### src/rtl/reset_sequencer.sv
// Power-on / button reset sequencer: holds the PLL in reset, waits for a stable lock,
// then releases the peripherals and finally the core, re-sequencing on lock loss or button press.
module reset_sequencer #(
  parameter int unsigned PLL_RST_CYCLES = 16,
  parameter int unsigned LOCK_TIMEOUT   = 1000000,
  parameter int unsigned LOCK_STABLE    = 4194303,
  parameter int unsigned PERIPH_GAP     = 256
) (
  input  logic       clock,
  input  logic       reset,
  input  logic       pll_lock,
  input  logic       btn_reset_n,
  input  logic       terminate,
  output logic       pll_reset,
  output logic       periph_reset,
  output logic       core_reset,
  output logic [2:0] state
);

  localparam int unsigned MAX_AB  = (PLL_RST_CYCLES > LOCK_TIMEOUT) ? PLL_RST_CYCLES : LOCK_TIMEOUT;
  localparam int unsigned MAX_CD  = (LOCK_STABLE > PERIPH_GAP) ? LOCK_STABLE : PERIPH_GAP;
  localparam int unsigned MAX_ALL = (MAX_AB > MAX_CD) ? MAX_AB : MAX_CD;
  localparam int unsigned CW      = $clog2(MAX_ALL) + 1;

  localparam logic [CW-1:0] PLL_LAST    = CW'(PLL_RST_CYCLES - 1);
  localparam logic [CW-1:0] TIMEOUT_LAST = CW'(LOCK_TIMEOUT - 1);
  localparam logic [CW-1:0] STABLE_LAST = CW'(LOCK_STABLE - 1);
  localparam logic [CW-1:0] GAP_LAST    = CW'(PERIPH_GAP - 1);
  localparam logic [CW-1:0] CNT_MAX     = {CW{1'b1}};

  typedef enum logic [2:0] {
    PLL_RST   = 3'd0,
    WAIT_LOCK = 3'd1,
    STABLE    = 3'd2,
    PERIPH    = 3'd3,
    RUN       = 3'd4,
    HALT      = 3'd5
  } state_t;

  logic          r_lock_meta;
  logic          r_lock_s;
  logic          r_btn_meta;
  logic          r_btn_s;
  state_t        r_state;
  logic [CW-1:0] r_count;
  state_t        w_next;
  logic          w_clr;

  // Two-flop synchronizers for the asynchronous lock and button pins.
  always_ff @(posedge clock or negedge reset) begin
    if (!reset) begin
      r_lock_meta <= 1'b0;
      r_lock_s    <= 1'b0;
      r_btn_meta  <= 1'b1;
      r_btn_s     <= 1'b1;
    end else begin
      r_lock_meta <= pll_lock;
      r_lock_s    <= r_lock_meta;
      r_btn_meta  <= btn_reset_n;
      r_btn_s     <= r_btn_meta;
    end
  end

  // Next-state decode; button outranks lock loss, which outranks count expiry and terminate.
  always_comb begin
    w_next = r_state;
    w_clr  = 1'b0;
    if ((r_state != PLL_RST) && !r_btn_s) begin
      w_next = WAIT_LOCK;
    end else begin
      case (r_state)
        PLL_RST: begin
          if (r_count == PLL_LAST) w_next = WAIT_LOCK;
          else                     w_next = PLL_RST;
        end
        WAIT_LOCK: begin
          if (r_lock_s)                     w_next = STABLE;
          else if (r_count == TIMEOUT_LAST) w_next = PLL_RST;
          else                              w_next = WAIT_LOCK;
        end
        STABLE: begin
          if (!r_lock_s)                   w_next = WAIT_LOCK;
          else if (r_count == STABLE_LAST) w_next = PERIPH;
          else                             w_next = STABLE;
        end
        PERIPH: begin
          if (!r_lock_s)                w_next = WAIT_LOCK;
          else if (r_count == GAP_LAST) w_next = RUN;
          else                          w_next = PERIPH;
        end
        RUN: begin
          if (!r_lock_s)      w_next = WAIT_LOCK;
          else if (terminate) w_next = HALT;
          else                w_next = RUN;
        end
        HALT: begin
          if (!r_lock_s) w_next = WAIT_LOCK;
          else           w_next = HALT;
        end
        default: w_next = PLL_RST;
      endcase
    end
    // A held button pins the counter at zero so WAIT_LOCK cannot time out.
    if ((w_next != r_state) || ((w_next == WAIT_LOCK) && !r_btn_s)) begin
      w_clr = 1'b1;
    end else begin
      w_clr = 1'b0;
    end
  end

  // State, shared counter and next-state-decoded registered outputs.
  always_ff @(posedge clock or negedge reset) begin
    if (!reset) begin
      r_state      <= PLL_RST;
      r_count      <= '0;
      pll_reset    <= 1'b1;
      periph_reset <= 1'b1;
      core_reset   <= 1'b1;
    end else begin
      r_state <= w_next;
      if (w_clr) begin
        r_count <= '0;
      end else if (r_count != CNT_MAX) begin
        r_count <= r_count + CW'(1);
      end else begin
        r_count <= r_count;
      end
      pll_reset    <= (w_next == PLL_RST);
      periph_reset <= !((w_next == PERIPH) || (w_next == RUN) || (w_next == HALT));
      core_reset   <= (w_next != RUN);
    end
  end

  assign state = r_state;

endmodule

### config.mk
export PLATFORM = sky130hd
export DESIGN_NAME = reset_sequencer
export DESIGN_NICKNAME = d
export VERILOG_FILES = /design/src/rtl/reset_sequencer.sv
export SDC_FILE = /design/constraint.sdc
export NUM_CORES = 1
export LEC_CHECK = 0
export ABC_AREA = 1
export ABC_CLOCK_PERIOD_IN_PS = 2200
export CAP_MARGIN = 20
export CORE_ASPECT_RATIO = 0.6
export CORE_UTILIZATION = 40
export DETAILED_ROUTE_END_ITERATION = 6
export PLACE_DENSITY = 0.69
export SETUP_SLACK_MARGIN = 0.3
export SYNTH_ARGS = -nofsm -noshare
export SYNTH_HDL_FRONTEND = slang
export SYNTH_SLANG_ARGS = --single-unit
export TNS_END_PERCENT = 20
### constraint.sdc
create_clock -name clock -period 2.2 [get_ports clock]
set_input_delay 0.44 -clock clock [delete_from_list [all_inputs] [get_ports clock]]
set_output_delay 0.44 -clock clock [all_outputs]
set_load 0.005 [all_outputs]
### Clock wires, drivers and flops, run 1

(6 px per µm)
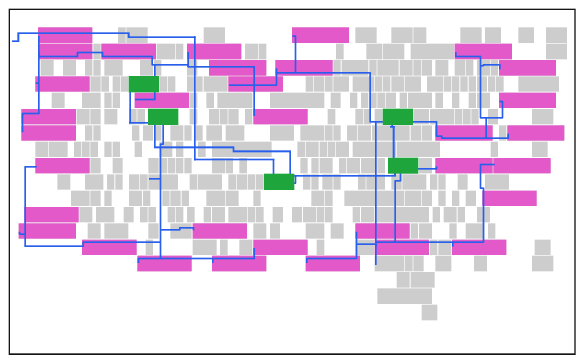
- clock wires: blue (length 513 µm)
- clock drivers: green (count 5)
- flip-flops: magenta (count 33)
- routed clock nets: 6
clock share of power: 25.3%
Clock Power: 0.000524 W
Max Clock Skew: 0.0125 ns
clock latency on the worst-skew pair: 0.29 ns

### Logic cells by family, run 1

(4 px per µm)
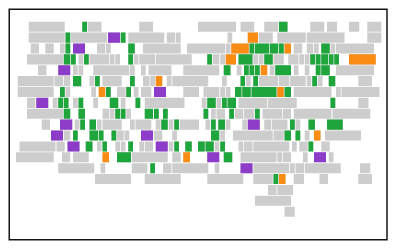
- nand cells: green (cells 92)
- xor and xnor cells: purple (cells 14)
- aoi and oai cells: orange (cells 13)
Commonest Layout Cell: nand2_1
Comb/total area: 42.3%
Finished Layout Cells: 369

### Routed metal, one colour a layer, run 1

(4 px per µm)
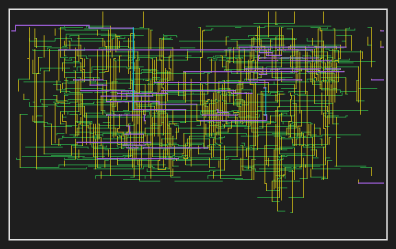
- metal 1: green (wire length 2,600 µm)
- metal 2: yellow (wire length 2,320 µm)
- metal 3: purple (wire length 494 µm)
- metal 4: cyan (wire length 27.2 µm)
GR Util All Layers: 21.5%
post-DR wirelength/cell: 14.8 µm
final wirelength: 5450 µm
via count: 1,869

### M3 wires, run 1

(6 px per µm)
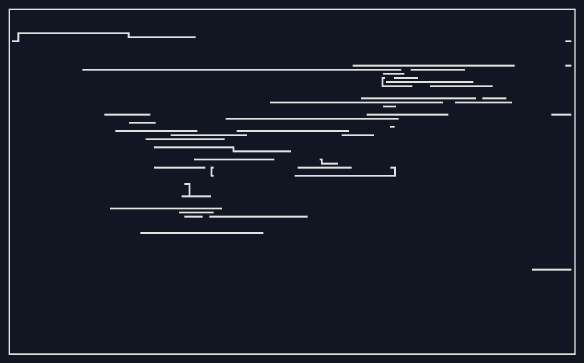
- longest straight run: 52.9 µm
- wire length on this layer: 494 µm
- nets with wire on the layer: 35
- main direction: horizontal
met3 usage: 6.80%

==> metrics.csv, run 1 <==
stage,metric,value,unit
outcome,run status,"finished, final reports clean",
timing,post-route setup TNS,0,ns
cts,CTS Buf Count,5,
pwr,pwr/cell area,780,nW/µm²
synthesis,Synth Area in Simple Gates,38.3,%
layout,sequential cell area share,31.6,%
pwr,Worst VDD drop,0.382,mV
cts,Post-CTS Resized,18,
critical_path,Worst R2R Setup Slack,0.16,ns
hold_path,WHS Endpoint,r_btn_s,
route,DR vias/cell,5.07,
route,Initial DRC Count,186,
layout,area growth from synthesis to layout,30.6,%
cts,"CTS clk-pin slew, worst paths",0.08,ns
grt,"Most Used Layer, Global Route",met1,
synthesis,Synth async-reset ratio,100,%
die,I/O Pins,11,
timing,Pins Over Slew Limit,0,
pwr,Final Power,0.00207,W
synthesis,Netlist Area Pre-Place,2030,µm²
route,Met3 Wirelength,493,µm
layout,count of plain and timing-repair buffers,29,
critical_path,crit path kind,reg -> reg,
synthesis,Synth Area in XOR/XNOR,6.03,%
hold_path,min-delay src,r_btn_meta,
cts,root buffer cell,clkbuf_8,
layout,Comb gates,192,
die,die y size,57.2,µm
timing,Final Setup Violations,0,
layout,Filler cells,424,
grt,initial antenna violation count,0,
critical_path,R2R Path Start,r_count[8],
critical_path,Worst setup SP type,flop,
### Clock wiring as the flow saved it, run 1

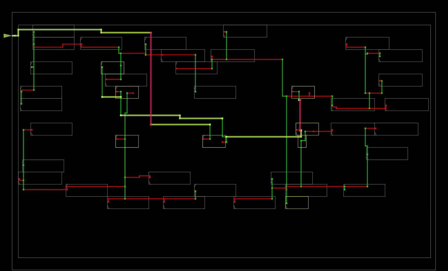

--- run 2 (diff from run 1) ---
SETUP_SLACK_MARGIN = not set   (was 0.3)
### Clock wiring as the flow saved it, run 2

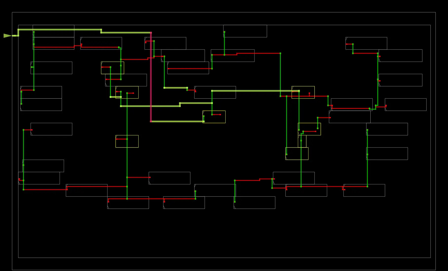
CTS Buf Count: 5
Max Clock Skew: 0.00938 ns
# clock sinks: 33
registers: 33
CLK BUF: 7

==> metrics.csv, run 2 <==
stage,metric,value,unit,change
layout,Comb gates,192,,unchanged
timing,Final Setup Violations,0,,unchanged
cts,"CTS clk-pin slew, worst paths",0.08,ns,about the same
hold_path,WHS Endpoint,r_btn_s,,unchanged
route,via count,1720,,"was 1,869"
critical_path,crit path kind,reg -> reg,,unchanged
layout,Filler cells,470,,was 424
grt,"Most Used Layer, Global Route",met1,,unchanged
layout,Commonest Layout Cell,nand2_1,,unchanged
layout,sequential cell area share,35.8,%,was 31.6%
route,Met3 Wirelength,316,µm,was 493 µm
cts,root buffer cell,clkbuf_8,,unchanged
synthesis,Synth Area in XOR/XNOR,6.03,%,unchanged
layout,area growth from synthesis to layout,14.3,%,was 30.6%
synthesis,Netlist Area Pre-Place,2030,µm²,unchanged
synthesis,Synth Area in Simple Gates,38.3,%,unchanged
route,post-DR wirelength/cell,12.8,µm,was 14.8 µm
layout,Comb/total area,43.5,%,was 42.3%
grt,initial antenna violation count,0,,unchanged
critical_path,Worst R2R Setup Slack,0.10,ns,was 0.16 ns
hold_path,min-delay src,r_btn_meta,,unchanged
pwr,Worst VDD drop,0.381,mV,was 0.382 mV
critical_path,Worst setup SP type,flop,,unchanged
timing,Pins Over Slew Limit,0,,unchanged
cts,clock latency on the worst-skew pair,0.29,ns,about the same
synthesis,Synth async-reset ratio,100,%,unchanged
critical_path,R2R Path Start,r_count[0],,was r_count[8]
pwr,clock share of power,31.4,%,was 25.3%
timing,post-route setup TNS,0,ns,unchanged
pwr,Final Power,0.00164,W,was 0.00207 W
cts,Post-CTS Resized,0,,was 18
die,I/O Pins,11,,unchanged
pwr,Clock Power,0.000517,W,was 0.000524 W
pwr,pwr/cell area,708,nW/µm²,was 780 nW/µm²
route,final wirelength,4530,µm,was 5450 µm
layout,count of plain and timing-repair buffers,13,,was 29
route,Initial DRC Count,136,,was 186
outcome,run status,"finished, final reports clean",,unchanged
layout,Finished Layout Cells,353,,was 369
route,DR vias/cell,4.87,,was 5.07
### Clock wires, drivers and flops, run 2

(6 px per µm)
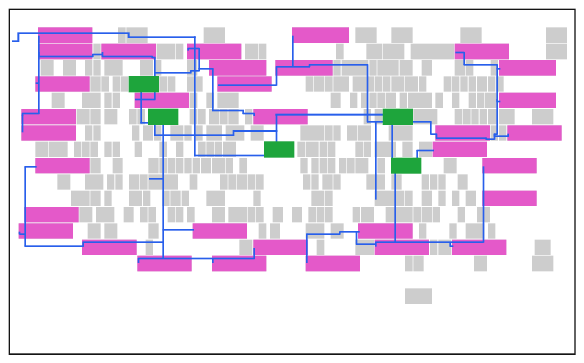

--- run 3 (diff from run 2) ---
ABC_CLOCK_PERIOD_IN_PS = 2600   (was 2200)
HOLD_SLACK_MARGIN = 0.12   (was not set)
clock period = 2.6 ns   (was 2.2 ns; I/O delays follow)
### Clock wires, drivers and flops, run 3

(6 px per µm)
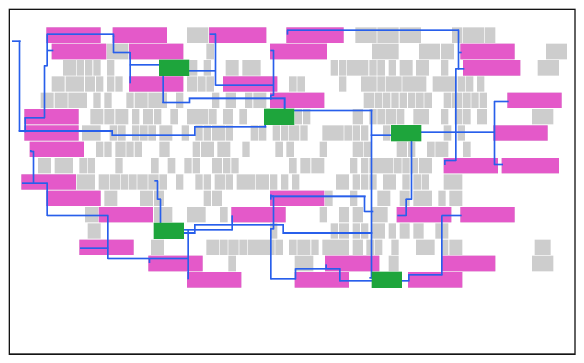
- clock drivers: green (count 5)
- flip-flops: magenta (count 33)
- clock wires: blue (length 529 µm)
- flops lie: spread over the die

==> metrics.csv, run 3 <==
stage,metric,value,unit,change
layout,clk cell area share,3.79,%,was 4.36%
critical_path,crit path kind,reg -> reg,,unchanged
synthesis,Synth Area in Simple Gates,38.3,%,unchanged
timing,Final Setup Violations,0,,unchanged
critical_path,R2R Path Start,r_count[0],,unchanged
critical_path,Worst R2R Setup Slack,0.42,ns,was 0.10 ns
synthesis,ys flop type,dfrtp_1,,unchanged
route,Met3 Wirelength,252,µm,was 316 µm
layout,count of plain and timing-repair buffers,11,,was 13
route,post-DR wirelength/cell,12.2,µm,was 12.8 µm
layout,sequential cell area share,36.6,%,was 35.8%
timing,Max Clock Skew,0.00823,ns,was 0.00938 ns
route,DR vias/cell,4.75,,was 4.87
outcome,run status,"finished, final reports clean",,unchanged
pwr,sequential power,0.000592,W,was 0.000699 W
layout,Comb gates,192,,unchanged
timing,post-route setup TNS,0,ns,unchanged
layout,Comb/total area,44.2,%,was 43.5%
die,I/O Pins,11,,unchanged
die,die y size,57.2,µm,unchanged
pwr,clock share of power,30.0,%,was 31.4%
grt,met3 usage,5.07,%,was 5.33%
pwr,Worst VDD drop,0.273,mV,was 0.381 mV
grt,initial antenna violation count,0,,unchanged
layout,Commonest Layout Cell,nand2_1,,unchanged
cts,"CTS clk-pin slew, worst paths",0.07,ns,was 0.08 ns
critical_path,Worst R2R End,r_count[14],,unchanged
cts,clock latency on the worst-skew pair,0.30,ns,was 0.29 ns
synthesis,Synth Area in XOR/XNOR,6.03,%,unchanged
layout,Finished Layout Cells,351,,was 353
timing,crit path time final,2.18,ns,was 2.10 ns
layout,Filler cells,471,,was 470
cts,root buffer cell,clkbuf_8,,unchanged
grt,largest net degree at the start of global routing,34,,unchanged
pwr,pwr/cell area,576,nW/µm²,was 708 nW/µm²
layout,area growth from synthesis to layout,11.9,%,was 14.3%
route,final wirelength,4280,µm,was 4530 µm
pwr,Final Power,0.00131,W,was 0.00164 W
hold_path,min-delay src,r_lock_meta,,was r_btn_meta
critical_path,Worst setup SP type,flop,,unchanged
cts,Post-CTS Resized,0,,unchanged
grt,"Most Used Layer, Global Route",met1,,unchanged
timing,fin crit share,84.0,%,was 95.5%
layout,CLK BUF,5,,was 7
cts,# clock sinks,33,,unchanged
pwr,Clock Power,0.000394,W,was 0.000517 W
cts,CTS Buf Count,5,,unchanged
route,Initial DRC Count,120,,was 136
route,via count,1669,,"was 1,720"
Power and IR drop assume default switching activity.
